`src/rtl/i2c_slave_write_rx.sv`:
```
// i2c_slave_write_rx
// I2C target receiver for write transfers. It oversamples SCL/SDA on the
// system clock, detects START/STOP, matches a 7-bit address, ACKs by pulling
// SDA low through an open-drain enable and hands each received byte out on a
// one-cycle valid strobe. Read requests and foreign addresses are NACKed.
//
// Ports:
//   clk        in   system clock, rising edge
//   rst        in   asynchronous active-low reset
//   scl        in   I2C clock line as seen on the bus
//   sda        in   I2C data line as seen on the bus (wired-AND value)
//   sda_oe     out  1 = pull SDA low (ACK), 0 = release
//   data_out   out  last received data byte
//   data_valid out  one-cycle pulse when data_out is updated
//   addressed  out  high from address ACK until STOP or repeated START
//   start_det  out  one-cycle pulse on START / repeated START
//   stop_det   out  one-cycle pulse on STOP
module i2c_slave_write_rx #(
  parameter logic [6:0] SLAVE_ADDR  = 7'h50,
  parameter int         SYNC_STAGES = 2
) (
  input  logic       clk,
  input  logic       rst,
  input  logic       scl,
  input  logic       sda,
  output logic       sda_oe,
  output logic [7:0] data_out,
  output logic       data_valid,
  output logic       addressed,
  output logic       start_det,
  output logic       stop_det
);

  typedef enum logic [2:0] {
    S_IDLE,
    S_ADDR,
    S_ADDR_ACK,
    S_DATA,
    S_DATA_ACK,
    S_IGNORE
  } state_t;

  logic [SYNC_STAGES-1:0] r_scl_sync;
  logic [SYNC_STAGES-1:0] r_sda_sync;
  logic                   r_scl_d;
  logic                   r_sda_d;

  state_t     r_state;
  state_t     w_state_nxt;
  logic [7:0] r_shift;
  logic [7:0] w_shift_nxt;
  logic [2:0] r_cnt;
  logic [2:0] w_cnt_nxt;
  logic       r_sda_oe;
  logic       w_sda_oe_nxt;
  logic [7:0] r_data_out;
  logic [7:0] w_data_out_nxt;
  logic       r_data_valid;
  logic       w_data_valid_nxt;
  logic       r_addressed;
  logic       w_addressed_nxt;
  logic       r_start_det;
  logic       w_start_det_nxt;
  logic       r_stop_det;
  logic       w_stop_det_nxt;

  logic       w_scl_s;
  logic       w_sda_s;
  logic       w_scl_rise;
  logic       w_scl_fall;
  logic       w_start;
  logic       w_stop;
  logic [7:0] w_shift_in;

  // Both bus lines go through identical synchroniser chains so their relative
  // ordering is preserved. Flops reset to 1 so a reset never looks like a
  // START/STOP or an SCL edge on an idle bus.
  always_ff @(posedge clk or negedge rst) begin
    if (!rst) begin
      r_scl_sync <= '1;
      r_sda_sync <= '1;
      r_scl_d    <= 1'b1;
      r_sda_d    <= 1'b1;
    end else begin
      r_scl_sync <= {r_scl_sync[SYNC_STAGES-2:0], scl};
      r_sda_sync <= {r_sda_sync[SYNC_STAGES-2:0], sda};
      r_scl_d    <= w_scl_s;
      r_sda_d    <= w_sda_s;
    end
  end

  assign w_scl_s    = r_scl_sync[SYNC_STAGES-1];
  assign w_sda_s    = r_sda_sync[SYNC_STAGES-1];
  assign w_scl_rise = w_scl_s & ~r_scl_d;
  assign w_scl_fall = ~w_scl_s & r_scl_d;
  // SDA may only change while SCL is low, so an SDA edge with SCL steady
  // high on both samples is a bus condition rather than data.
  assign w_start    = r_sda_d & ~w_sda_s & w_scl_s & r_scl_d;
  assign w_stop     = ~r_sda_d & w_sda_s & w_scl_s & r_scl_d;
  assign w_shift_in = {r_shift[6:0], w_sda_s};

  // State register.
  always_ff @(posedge clk or negedge rst) begin
    if (!rst) begin
      r_state <= S_IDLE;
    end else begin
      r_state <= w_state_nxt;
    end
  end

  // Next-state and datapath decisions. START/STOP override everything else,
  // which also suppresses any data_valid that would otherwise coincide.
  always_comb begin
    w_state_nxt      = r_state;
    w_shift_nxt      = r_shift;
    w_cnt_nxt        = r_cnt;
    w_sda_oe_nxt     = r_sda_oe;
    w_data_out_nxt   = r_data_out;
    w_data_valid_nxt = 1'b0;
    w_addressed_nxt  = r_addressed;
    w_start_det_nxt  = 1'b0;
    w_stop_det_nxt   = 1'b0;

    if (w_start) begin
      w_state_nxt     = S_ADDR;
      w_cnt_nxt       = 3'd0;
      w_addressed_nxt = 1'b0;
      w_sda_oe_nxt    = 1'b0;
      w_start_det_nxt = 1'b1;
    end else if (w_stop) begin
      w_state_nxt     = S_IDLE;
      w_addressed_nxt = 1'b0;
      w_sda_oe_nxt    = 1'b0;
      w_stop_det_nxt  = 1'b1;
    end else begin
      case (r_state)
        S_ADDR: begin
          if (w_scl_rise) begin
            w_shift_nxt = w_shift_in;
            w_cnt_nxt   = r_cnt + 3'd1;
            if (r_cnt == 3'd7) begin
              if ((w_shift_in[7:1] == SLAVE_ADDR) && !w_shift_in[0]) begin
                w_state_nxt = S_ADDR_ACK;
              end else begin
                w_state_nxt = S_IGNORE;
              end
            end
          end
        end
        S_DATA: begin
          if (w_scl_rise) begin
            w_shift_nxt = w_shift_in;
            w_cnt_nxt   = r_cnt + 3'd1;
            if (r_cnt == 3'd7) begin
              w_data_out_nxt   = w_shift_in;
              w_data_valid_nxt = 1'b1;
              w_state_nxt      = S_DATA_ACK;
            end
          end
        end
        // The first fall ends the 8th clock and starts the ACK; the second
        // fall ends the 9th clock. sda_oe itself tells which fall this is.
        // The bit counter has already wrapped to 0 for the next byte.
        S_ADDR_ACK, S_DATA_ACK: begin
          if (w_scl_fall) begin
            if (!r_sda_oe) begin
              w_sda_oe_nxt = 1'b1;
            end else begin
              w_sda_oe_nxt    = 1'b0;
              w_addressed_nxt = 1'b1;
              w_state_nxt     = S_DATA;
            end
          end
        end
        default: begin
        end
      endcase
    end
  end

  // Datapath and output registers.
  always_ff @(posedge clk or negedge rst) begin
    if (!rst) begin
      r_shift      <= 8'h00;
      r_cnt        <= 3'd0;
      r_sda_oe     <= 1'b0;
      r_data_out   <= 8'h00;
      r_data_valid <= 1'b0;
      r_addressed  <= 1'b0;
      r_start_det  <= 1'b0;
      r_stop_det   <= 1'b0;
    end else begin
      r_shift      <= w_shift_nxt;
      r_cnt        <= w_cnt_nxt;
      r_sda_oe     <= w_sda_oe_nxt;
      r_data_out   <= w_data_out_nxt;
      r_data_valid <= w_data_valid_nxt;
      r_addressed  <= w_addressed_nxt;
      r_start_det  <= w_start_det_nxt;
      r_stop_det   <= w_stop_det_nxt;
    end
  end

  assign sda_oe     = r_sda_oe;
  assign data_out   = r_data_out;
  assign data_valid = r_data_valid;
  assign addressed  = r_addressed;
  assign start_det  = r_start_det;
  assign stop_det   = r_stop_det;

endmodule

```
`config.mk`:
```
export PLATFORM = sky130hd
export DESIGN_NAME = i2c_slave_write_rx
export DESIGN_NICKNAME = d
export VERILOG_FILES = /design/src/rtl/i2c_slave_write_rx.sv
export SDC_FILE = /design/constraint.sdc
export NUM_CORES = 1
export LEC_CHECK = 0
export CAP_MARGIN = 20
export CORE_MARGIN = 3
export CORE_UTILIZATION = 58
export DETAILED_ROUTE_END_ITERATION = 6
export GPL_TIMING_DRIVEN = 0
export HOLD_SLACK_MARGIN = 0.1
export PLACE_DENSITY = 0.9
export SETUP_SLACK_MARGIN = 0.02
export SLEW_MARGIN = 20
export SYNTH_ARGS = -nofsm -noshare
export SYNTH_HDL_FRONTEND = slang
export SYNTH_SLANG_ARGS = --single-unit
export TNS_END_PERCENT = 50
```
`constraint.sdc`:
```
create_clock -name clk -period 2.74 [get_ports clk]
set_input_delay 0.411 -clock clk [delete_from_list [all_inputs] [get_ports clk]]
set_output_delay 0.411 -clock clk [all_outputs]
set_load 0.01 [all_outputs]
```
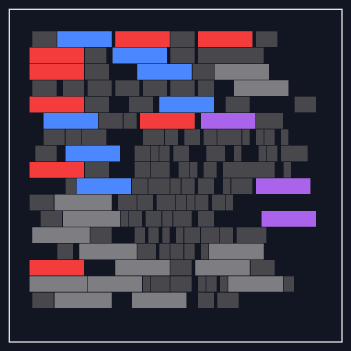
Figure 1: run 1, sequential cells coloured by netlist name.
(6 px per µm)
legend:
  red:
    signal: data_out
    flops: 8
  blue:
    signal: r_shift
    flops: 7
  purple:
    signal: r_cnt
    flops: 3
not coloured: 14

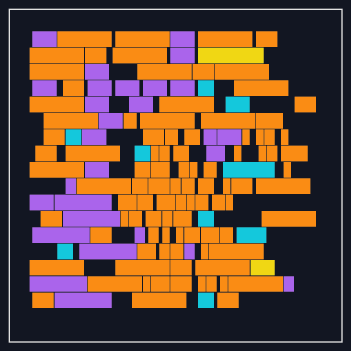
Figure 2: run 1, cells by drive strength.
(6 px per µm)
legend:
  cyan:
    size: drive 3 to 4
    cells: 9
    share: 6.7%
    most_used: clkbuf_4
  purple:
    size: drive 2
    cells: 28
    share: 21%
    most_used: mux2_2
  orange:
    size: drive 1 or less
    cells: 96
    share: 71%
    most_used: dfrtp_1
  yellow:
    size: drive 6 and up
    cells: 2
    share: 1.5%

==> tab_implementation.tex, run 1 <==
% Yosys + OpenROAD metrics
\begin{tabular}{lr}
\hline
Metric & Value \\
\hline
\multicolumn{2}{l}{\textbf{Setup path}} \\
\quad Cells on worst reg2reg path & 5 \\
\quad Cell with the most instances on the worst path & ha\_1 \\
\quad Cell with the largest stage delay on the worst path & nor4b\_4 \\
\quad Endpoint required time on the critical path & 2.96 ns \\
\quad Cell type group with the largest total delay on the critical path & simple AND/OR/NAND/NOR gates \\
\quad CP Cell Sequence & ha\_1, ha\_1, inv\_1, nor4b\_4, mux2\_2 \\
\quad Crit end category & register \\
\quad Worst r2r src & r\_cnt[0]\$\_DFFE\_PN0P\_ \\
\quad CP max FO & 9 \\
\quad Setup slack of the worst register-to-register path & roughly 0.82 ns \\
\multicolumn{2}{l}{\textbf{Power and ir drop}} \\
\quad Logic gate share of total power & 16.5\% \\
\quad Share of power burned in the clock network & about 30\% \\
\quad Internal Power & 0.849 mW \\
\quad Net switching power & 0.312 mW \\
\quad Maximum resistive drop on vdd & about 0.51 mV \\
\quad Ratio of total power to cell area & approximately 700 nW/µm² \\
\multicolumn{2}{l}{\textbf{Placed design}} \\
\quad Total half-perimeter wirelength after legalization and detailed placement & 1.82 mm \\
\quad Pre-CTS setup slack & 0.800 ns \\
\multicolumn{2}{l}{\textbf{Detailed routing}} \\
\quad Avg Vias per Cell & 5.76 \\
\quad Total iterations of the first detailed-routing run & 4 \\
\quad Final routed wire length divided by cell count & $\sim$16 µm \\
\quad Iteration-0 DRC count of the detailed router & 25 \\
\quad Overall via count from detail\_route & 939 \\
\quad Count of antenna-violating nets left after detailed routing & 0 \\
\quad Number of remaining DRC errors & 0 \\
\multicolumn{2}{l}{\textbf{Synth}} \\
\quad EDFF count, synth & 0 \\
\quad Summed standard-cell area reported by yosys & 1400 µm² \\
\quad Post-Synthesis Net Count & 117 \\
\quad Summed instance area of the synthesized netlist & 1400 µm² \\
\quad Predominant post-synthesis flop cell & dfrtp\_1 \\
\quad Leading area contributor after synthesis & dfrtp\_1 \\
\quad Synth Register Bits & 32 \\
\quad Average instance area after synthesis & 12.6 µm² \\
\quad Post-synthesis cell count from yosys & 111 \\
\quad Number of different library cells in the post-synthesis netlist & 36 \\
\quad Dominant cells by area after synthesis & dfrtp\_1 46\%, mux2\_2 13\%, dfstp\_2 11\% \\
\quad Most instantiated cells after synthesis & 26 x dfrtp\_1, 16 x mux2\_2, 10 x nand2\_1, 6 x dfstp\_2 \\
\quad Number of cells produced by synthesis & around 110 \\
\quad Most instantiated library cell after synthesis & dfrtp\_1 \\
\quad Total of warnings raised by yosys & 0 \\
\quad Top area contributor share & 46.3\% \\
\quad Asr flop ratio synth & 100\% \\
\multicolumn{2}{l}{\textbf{Clock network}} \\
\quad Hold\_buf cts & 0 \\
\quad Clk\_lat worst skew & between 0.3 and 0.4 ns \\
\quad Number of CTS-inserted buffers & 5 \\
\quad PostCTS Resize Cnt & 0 \\
\quad TritonCTS clock tree & built \\
\quad Clk pin slew, worst setup/hold paths & 0.10 ns \\
\quad Setup Fix Bufs, Post-CTS & 0 \\
\quad Buffers from clock root to sink, at most & 2 \\
\quad H-tree levels & 2 \\
\quad Root Buffer & clkbuf\_4 \\
\multicolumn{2}{l}{\textbf{Job}} \\
\quad Maximum Capacitance Violations & 0 \\
\multicolumn{2}{l}{\textbf{Global route}} \\
\quad Total routing resource utilization after global routing & 20.5\% \\
\quad Global route overflow & 0 \\
\quad Largest net degree at the start of global routing & 33 \\
\quad Antenna violations before repair & 0 \\
\multicolumn{2}{l}{\textbf{Layout}} \\
\quad Sequential standard cell area & around 800 µm² \\
\quad Layout area overhead & 19.3\% \\
\quad Combinational cell area excluding buffers and inverters & 563 µm² \\
\quad Share of final-layout standard cells stronger than drive strength 1 & 28.9\% \\
\quad Net count, final & 140 \\
\multicolumn{2}{l}{\textbf{Floorplan}} \\
\quad Floorplan core density & 62.3\% \\
\quad Die span in y & 55.2 µm \\
\quad X dimension of the die & 55.2 µm \\
\quad Core area & between 2000 and 2500 µm² \\
\multicolumn{2}{l}{\textbf{STA}} \\
\quad Setup tns final & 0 ns \\
\quad Crit path time final & 1.92 ns \\
\quad Worst slew margin & 55.8\% \\
\quad Finish-stage setup viols & 0 \\
\quad Worst clock skew & 0.00515 ns \\
\multicolumn{2}{l}{\textbf{Worst hold path}} \\
\quad Worst min-delay path category & in -> async \\
\multicolumn{2}{l}{\textbf{Outcome}} \\
\quad Outcome & finished clean \\
\hline
\end{tabular}
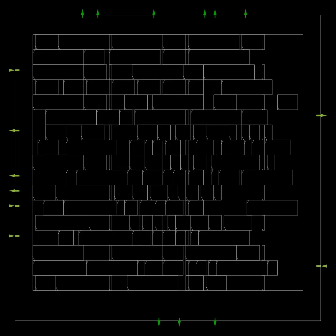
Figure 3: run 1, cell outlines without signal wires.
Flops: 32
tapcell count: 28
fill count: 158
Post-Layout Cell Count: 163

-- run 1: how the worst max path moves through the flow --
stage,cells past startpoint,to,slack (ns)
floorplan,5,data_out[0]$_DFFE_PN0P_,1.08
global placement,1,data_out[3]$_DFFE_PN0P_,0.75
detailed placement,5,data_out[6]$_DFFE_PN0P_,0.80
CTS,5,data_out[6]$_DFFE_PN0P_,0.79
global route,5,data_out[7]$_DFFE_PN0P_,0.71
finish,5,data_out[6]$_DFFE_PN0P_,0.82
-- run 1: sequential cells by signal (all words and copies together), names as in the netlist --
name        flops
addressed       1
sda_oe          1
data_valid      1
data_out        8
r_sda_d         1
r_scl_d         1
r_shift         7
start_det       1
r_scl_sync      2
r_cnt           3
r_state         3
r_sda_sync      2
stop_det        1
-- run 1: power by group through the flow --
stage / logic, mW / registers (mW) / clock network (mW)
after floorplan: 0.135 / 0.615 / 0
after global placement: 0.182 / 0.624 / 0
after detailed placement: 0.192 / 0.632 / 0
after CTS: 0.194 / 0.622 / 0.358
after global routing: 0.217 / 0.636 / 0.379
final: 0.191 / 0.622 / 0.347
-- run 1: routing by layer --
layer / vias to the layer above / global-route usage [%] / part of all wire, %
met5: - / 0 / 0
met4: 0 / 10.5 / 2.3
met3: 9 / 7.77 / 5.9
met2: 35 / 32.1 / 51
met1: 450 / 24.7 / 41
li1: 445 / - / -
-- run 1: cells by family (layout without fill, tap and decap cells) --
group                    Yosys count  after routing  synth area share [%]
flip-flops                        32             32                  57.6
buffers and inverters              6             30                  2.32
adder cells (fa/ha/maj)            2              2                  1.78
AND/OR/NAND/NOR                   34             34                  15.3
XOR/XNOR                           3              3                  1.87
multiplexers                      16             16                  12.8
AND-OR/OR-AND                     18             18                  8.29
-- run 1: cell usage in the layout, fill, tap and decap left out, drive strengths merged, types with 2 or more instances in the layout --
master,n
xor2,3
nor3b,2
nand3b,2
nand2,11
o21ai,6
buf,4
inv,3
dfrtp,26
mux2,16
a31oi,4
dfstp,6
clkdlybuf4s50,15
nor2,6
ha,2
nand3,3
nor2b,2
clkbuf,5
-- run 1: through the flow --
stage	instances	power [mW]	hold WS (ns)	util, %	area (µm²)
finish	163	1.16	0.103	74.3	1670
global route	163	1.23	0.119	74.3	1670
CTS	163	1.17	0.113	74.3	1670
detailed placement	155	0.823	0.349	70.7	1590
global placement	155	0.806	0.347	70.9	1600
floorplan	111	0.750	0.115	-	1400
-- run 1: layout make-up --
cell class              count  area share (%)
flip-flops and latches     32            48.3
repair buffers             16            9.27
well taps                  28            2.09
clock inverters             3            2.54
multi-input cells          73            33.6
inverters                   3           0.673
plain buffers               3            1.27
clock buffers               5            2.24
==> inputs of run 2 (changes only) <==
--- a/config.mk
+++ b/config.mk
@@ -7,11 +7,11 @@
 export LEC_CHECK = 0
 export CAP_MARGIN = 20
 export CORE_MARGIN = 3
-export CORE_UTILIZATION = 58
+export CORE_UTILIZATION = 54
 export DETAILED_ROUTE_END_ITERATION = 6
 export GPL_TIMING_DRIVEN = 0
 export HOLD_SLACK_MARGIN = 0.1
-export PLACE_DENSITY = 0.9
+export PLACE_DENSITY = 0.85
 export SETUP_SLACK_MARGIN = 0.02
 export SLEW_MARGIN = 20
 export SYNTH_ARGS = -nofsm -noshare
==> constraint.sdc (replaced) <==
create_clock -name clk -period 2 [get_ports clk]
set_input_delay 0.3 -clock clk [delete_from_list [all_inputs] [get_ports clk]]
set_output_delay 0.3 -clock clk [all_outputs]
set_load 0.01 [all_outputs]
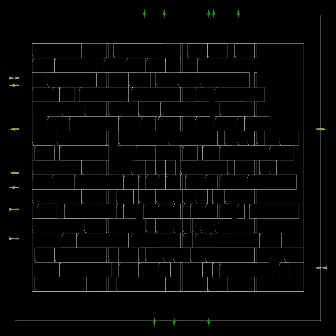
Figure 4: run 2, cell outlines without signal wires.
share of the final layout cell area in sequential cells: 48.5%
core occupancy in the finished layout: 71.2%

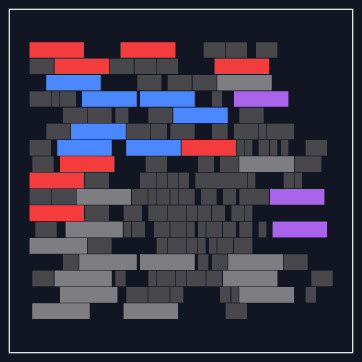
Figure 5: run 2, sequential cells coloured by netlist name.
(6 px per µm)
legend:
  purple:
    signal: r_cnt
    flops: 3
  blue:
    signal: r_shift
    flops: 7
  red:
    signal: data_out
    flops: 8

==> run 2 against run 1 <==
Net effect:
- cell count rose by 1.2%
- first-iteration DRC count up 36%
- final area fell by 0.52%
- synthesized area is the same
- global-route usage decreased by 4.1 points
- power up 25%
==> tab_implementation.tex, run 2 <==
% Yosys + OpenROAD metrics
\begin{tabular}{lr}
\hline
Metric & Value \\
\hline
\multicolumn{2}{l}{\textbf{Floorplan}} \\
\quad X dimension of the die & 57.0 µm (+3.2\%) \\
\quad Die span in y & 57.0 µm (+3.2\%) \\
\quad Floorplan core density & 60.0\% (-2.3 points) \\
\quad Core area & 2340 µm² (+3.8\%) \\
\quad \# IOs & 17 \\
\quad Die area & approximately 3200 µm² \\
\quad Number of cell rows & 17 \\
\multicolumn{2}{l}{\textbf{Placed design}} \\
\quad GP Congestion & just over 0.9 \\
\quad Total half-perimeter wirelength after legalization and detailed placement & 1.68 mm (-7.3\%) \\
\quad Port Buf Inserts & 16 \\
\quad Pre-CTS setup slack & 0.0784 ns (-0.722 ns) \\
\multicolumn{2}{l}{\textbf{Detailed routing}} \\
\quad Avg Vias per Cell & 5.69 (-1.2\%) \\
\quad Final routed wire length divided by cell count & 13.8 µm (-12\%) \\
\quad Overall via count from detail\_route & 939 (unchanged) \\
\quad Iteration-0 DRC count of the detailed router & 34 (+36\%) \\
\quad Total wire length & 2.27 mm \\
\quad Number of remaining DRC errors & 0 (unchanged) \\
\quad Total iterations of the first detailed-routing run & 4 (unchanged) \\
\quad Count of antenna-violating nets left after detailed routing & 0 (unchanged) \\
\multicolumn{2}{l}{\textbf{Setup path}} \\
\quad CP Cell Sequence & buf\_6, or2b\_1, o21ai\_0, nand2\_1, nor2\_4, mux2\_2 \\
\quad Worst r2r src & r\_state[2]\$\_DFFE\_PN0P\_ \\
\quad Setup slack of the worst register-to-register path & 0.17 ns (-0.65 ns) \\
\quad Cell with the largest stage delay on the worst path & dfrtp\_1 \\
\quad Arrival time reported for the critical path endpoint & around 2.1 ns \\
\quad Crit end category & register \\
\quad CP max FO & 10 (+1) \\
\quad Worst Setup Path Type & reg -> reg \\
\quad Cells on worst reg2reg path & 6 (+1) \\
\quad Critical register-to-register path endpoint & r\_shift[0]\$\_DFFE\_PN0P\_ \\
\quad Slowest cell delay on critical path & between 0.3 and 0.4 ns \\
\quad Endpoint required time on the critical path & 2.22 ns (-0.74 ns) \\
\quad Kind of start point of the critical path & register \\
\multicolumn{2}{l}{\textbf{Synth}} \\
\quad Average instance area after synthesis & 12.6 µm² (unchanged) \\
\quad Dominant cells by area after synthesis & dfrtp\_1 46\%, mux2\_2 13\%, dfstp\_2 11\% \\
\quad Total of warnings raised by yosys & 0 (unchanged) \\
\quad EDFF count, synth & 0 (unchanged) \\
\quad Most instantiated library cell after synthesis & dfrtp\_1 \\
\quad Synth Register Bits & 32 (unchanged) \\
\quad Summed instance area of the synthesized netlist & 1400 µm² (unchanged) \\
\quad Asr flop ratio synth & 100\% (unchanged) \\
\quad Number of cells produced by synthesis & 111 (unchanged) \\
\quad Share of the yosys chip area belonging to registers & 57.6\% \\
\quad Post-synthesis cell count from yosys & 111 (unchanged) \\
\quad Post-Synthesis Net Count & 117 (unchanged) \\
\quad Number of different library cells in the post-synthesis netlist & 36 (unchanged) \\
\quad Most instantiated cells after synthesis & 26 x dfrtp\_1, 16 x mux2\_2, 10 x nand2\_1, 6 x dfstp\_2 \\
\quad Leading area contributor after synthesis & dfrtp\_1 \\
\quad Top area contributor share & 46.3\% (unchanged) \\
\quad Predominant post-synthesis flop cell & dfrtp\_1 \\
\quad Summed standard-cell area reported by yosys & 1400 µm² (unchanged) \\
\multicolumn{2}{l}{\textbf{STA}} \\
\quad Achievable frequency & 0.546 GHz \\
\quad Ratio of final minimum period to clock period & about 92\% \\
\quad Number of failing hold endpoints at the final stage & 0 \\
\quad RSZ-0062 raised after global routing & false \\
\quad Final WS setup & 0.169 ns \\
\quad Worst clock skew & 0.0106 ns (+0.00543 ns) \\
\quad Crit path time final & 1.83 ns (-0.0911 ns) \\
\quad Final Max Tran Viols & 0 \\
\quad Finish-stage setup viols & 0 (unchanged) \\
\quad Worst slew margin & 55.3\% (-0.58 points) \\
\quad Pin slew with the least headroom to its limit & 0.671 ns \\
\quad Setup tns final & 0 ns (unchanged) \\
\multicolumn{2}{l}{\textbf{Global route}} \\
\quad Met1 usage in global routing & 19.8\% (-4.9 points) \\
\quad Number of global-route vias before repair & 920 \\
\quad GRT met3 Usage & 6.33\% (-1.4 points) \\
\quad Antenna violations before repair & 0 (unchanged) \\
\quad Global route overflow & 0 (unchanged) \\
\quad Total routing resource utilization after global routing & 16.4\% (-4.1 points) \\
\quad Layer carrying the most global-route usage & met2 \\
\quad Global-route wire length before repair & about 4 mm \\
\quad Met2 capacity usage during global routing & 26.9\% (-5.2 points) \\
\quad Largest net degree at the start of global routing & 33 (unchanged) \\
\multicolumn{2}{l}{\textbf{Clock network}} \\
\quad Clk\_lat worst skew & 0.33 ns (about the same) \\
\quad TritonCTS clock tree & built \\
\quad H-tree levels & 2 (unchanged) \\
\quad Clk pin slew, worst setup/hold paths & 0.10 ns (about the same) \\
\quad PostCTS Resize Cnt & 0 (unchanged) \\
\quad Sink count of the clock tree & 32 \\
\quad Root Buffer & clkbuf\_4 \\
\quad Buffers from clock root to sink, at most & 2 (unchanged) \\
\quad Number of CTS-inserted buffers & 5 (unchanged) \\
\multicolumn{2}{l}{\textbf{Layout}} \\
\quad Layout area overhead & 18.6\% \\
\quad Fill count & 156 (-1.3\%) \\
\quad Max reg flops & 8 (unchanged) \\
\quad Final antenna diode count & 0 \\
\quad Share of final-layout standard cells stronger than drive strength 1 & 28.5\% (-0.42 points) \\
\quad Leading cell type in the layout, fill and taps excluded & dfrtp\_1 \\
\quad Most frequent cells in the layout & 26 x dfrtp\_1, 16 x mux2\_2, 15 x clkdlybuf4s50\_1, 10 x nand2\_1, 6 x dfstp\_2 \\
\quad Net count, final & 142 (+1.4\%) \\
\multicolumn{2}{l}{\textbf{Worst hold path}} \\
\quad HP Start & r\_scl\_sync[0]\$\_DFF\_PN1\_ \\
\quad Worst Hold End & r\_scl\_sync[1]\$\_DFF\_PN1\_ \\
\quad Worst min-delay path category & reg -> reg \\
\quad Hold Crit Depth & 0 \\
\multicolumn{2}{l}{\textbf{Job}} \\
\quad Tool warning count & 26 \\
\quad Maximum Capacitance Violations & 0 (unchanged) \\
\multicolumn{2}{l}{\textbf{Power and ir drop}} \\
\quad Leak Pwr & 0.736 nW \\
\quad Maximum resistive drop on vdd & 0.780 mV (+52\%) \\
\quad Ratio of total power to cell area & 869 nW/µm² (+25\%) \\
\multicolumn{2}{l}{\textbf{Outcome}} \\
\quad Outcome & finished clean \\
\hline
\end{tabular}
[run 2: cell counts after synthesis]
Identical to the previous run, type by type.
[run 2: where the power goes]
part,leakage [nW],internal (mW),switching (mW)
clock,0.0282,0.135,0.203
combinational,0.304,0.143,0.116
sequential,0.404,0.760,0.0896
[run 2: how the worst max path moves through the flow]
stage | slack (ns) | cells past startpoint | to | start
after global placement | 0.12 | 1 | data_out[3]$_DFFE_PN0P_ | rst
after floorplan | 0.34 | 5 | data_out[0]$_DFFE_PN0P_ | r_cnt[0]$_DFFE_PN0P_
final | 0.17 | 6 | r_shift[0]$_DFFE_PN0P_ | r_state[2]$_DFFE_PN0P_
after global routing | 0.07 | 6 | r_shift[6]$_DFFE_PN0P_ | r_scl_d$_DFF_PN1_
after CTS | 0.07 | 5 | data_out[6]$_DFFE_PN0P_ | r_cnt[0]$_DFFE_PN0P_
after detailed placement | 0.08 | 5 | data_out[1]$_DFFE_PN0P_ | r_cnt[0]$_DFFE_PN0P_
[run 2: cell families after synthesis]
kind of cell	synth area share (%)
and+or+nand+nor	15.3
DFF	57.6
AOI/OAI and AO/OA	8.29
muxes	12.8
buffers and inverters	2.32
xor gates and xnor gates	1.87
adders and majority gates	1.78
[run 2: per-stage QoR]
stage               power [mW]  std cells  hold slack, ns  area (µm²)  util [%]
finish                    1.45        165           0.363        1670      71.2
global route              1.56        165           0.359        1670      71.2
CTS                       1.47        164           0.360        1660      70.9
detailed placement        1.13        155           0.352        1590      68.1
global placement          1.11        155           0.347        1600      68.3
floorplan                 1.03        111         0.00441        1400         -
[run 2: layer usage]
layer  share of wire (%)  routed length [µm]  vias to the layer above
li1                    -                   -                      450
met1                  45                1010                      461
met2                  48                1090                       23
met3                 6.0                 136                        5
met4                 1.6                  36                        0
met5                   0                   0                        -
[run 2: critical path: cells and delay by family, from the launching register on]
kind	cells	cell delay (ns)
mux	1	0.37
compound gates	1	0.19
buf+inv	1	0.14
flops	1	0.38
simple gates	3	0.65
[run 2: final cells by class]
cell class / count / area (µm²) / area share [%]
Sequential cell: 32 / 808 / 48.5
Multi-Input combinational cell: 73 / 563 / 33.8
Timing Repair Buffer: 18 / 173 / 10.4
Clock buffer: 6 / 41.3 / 2.48
Tap cell: 28 / 35.0 / 2.10
Buffer: 3 / 21.3 / 1.28
Clock inverter: 2 / 12.5 / 0.751
Inverter: 3 / 11.3 / 0.676
[run 2: repair_timing]
item	in CTS	in global routing
hold buffers	1	0
setup buffers	0	1
setup endpoints to repair	0	8
endpoints found under the hold margin	26	0
Power figures rest on the tool's default switching activity, not on a simulated workload.
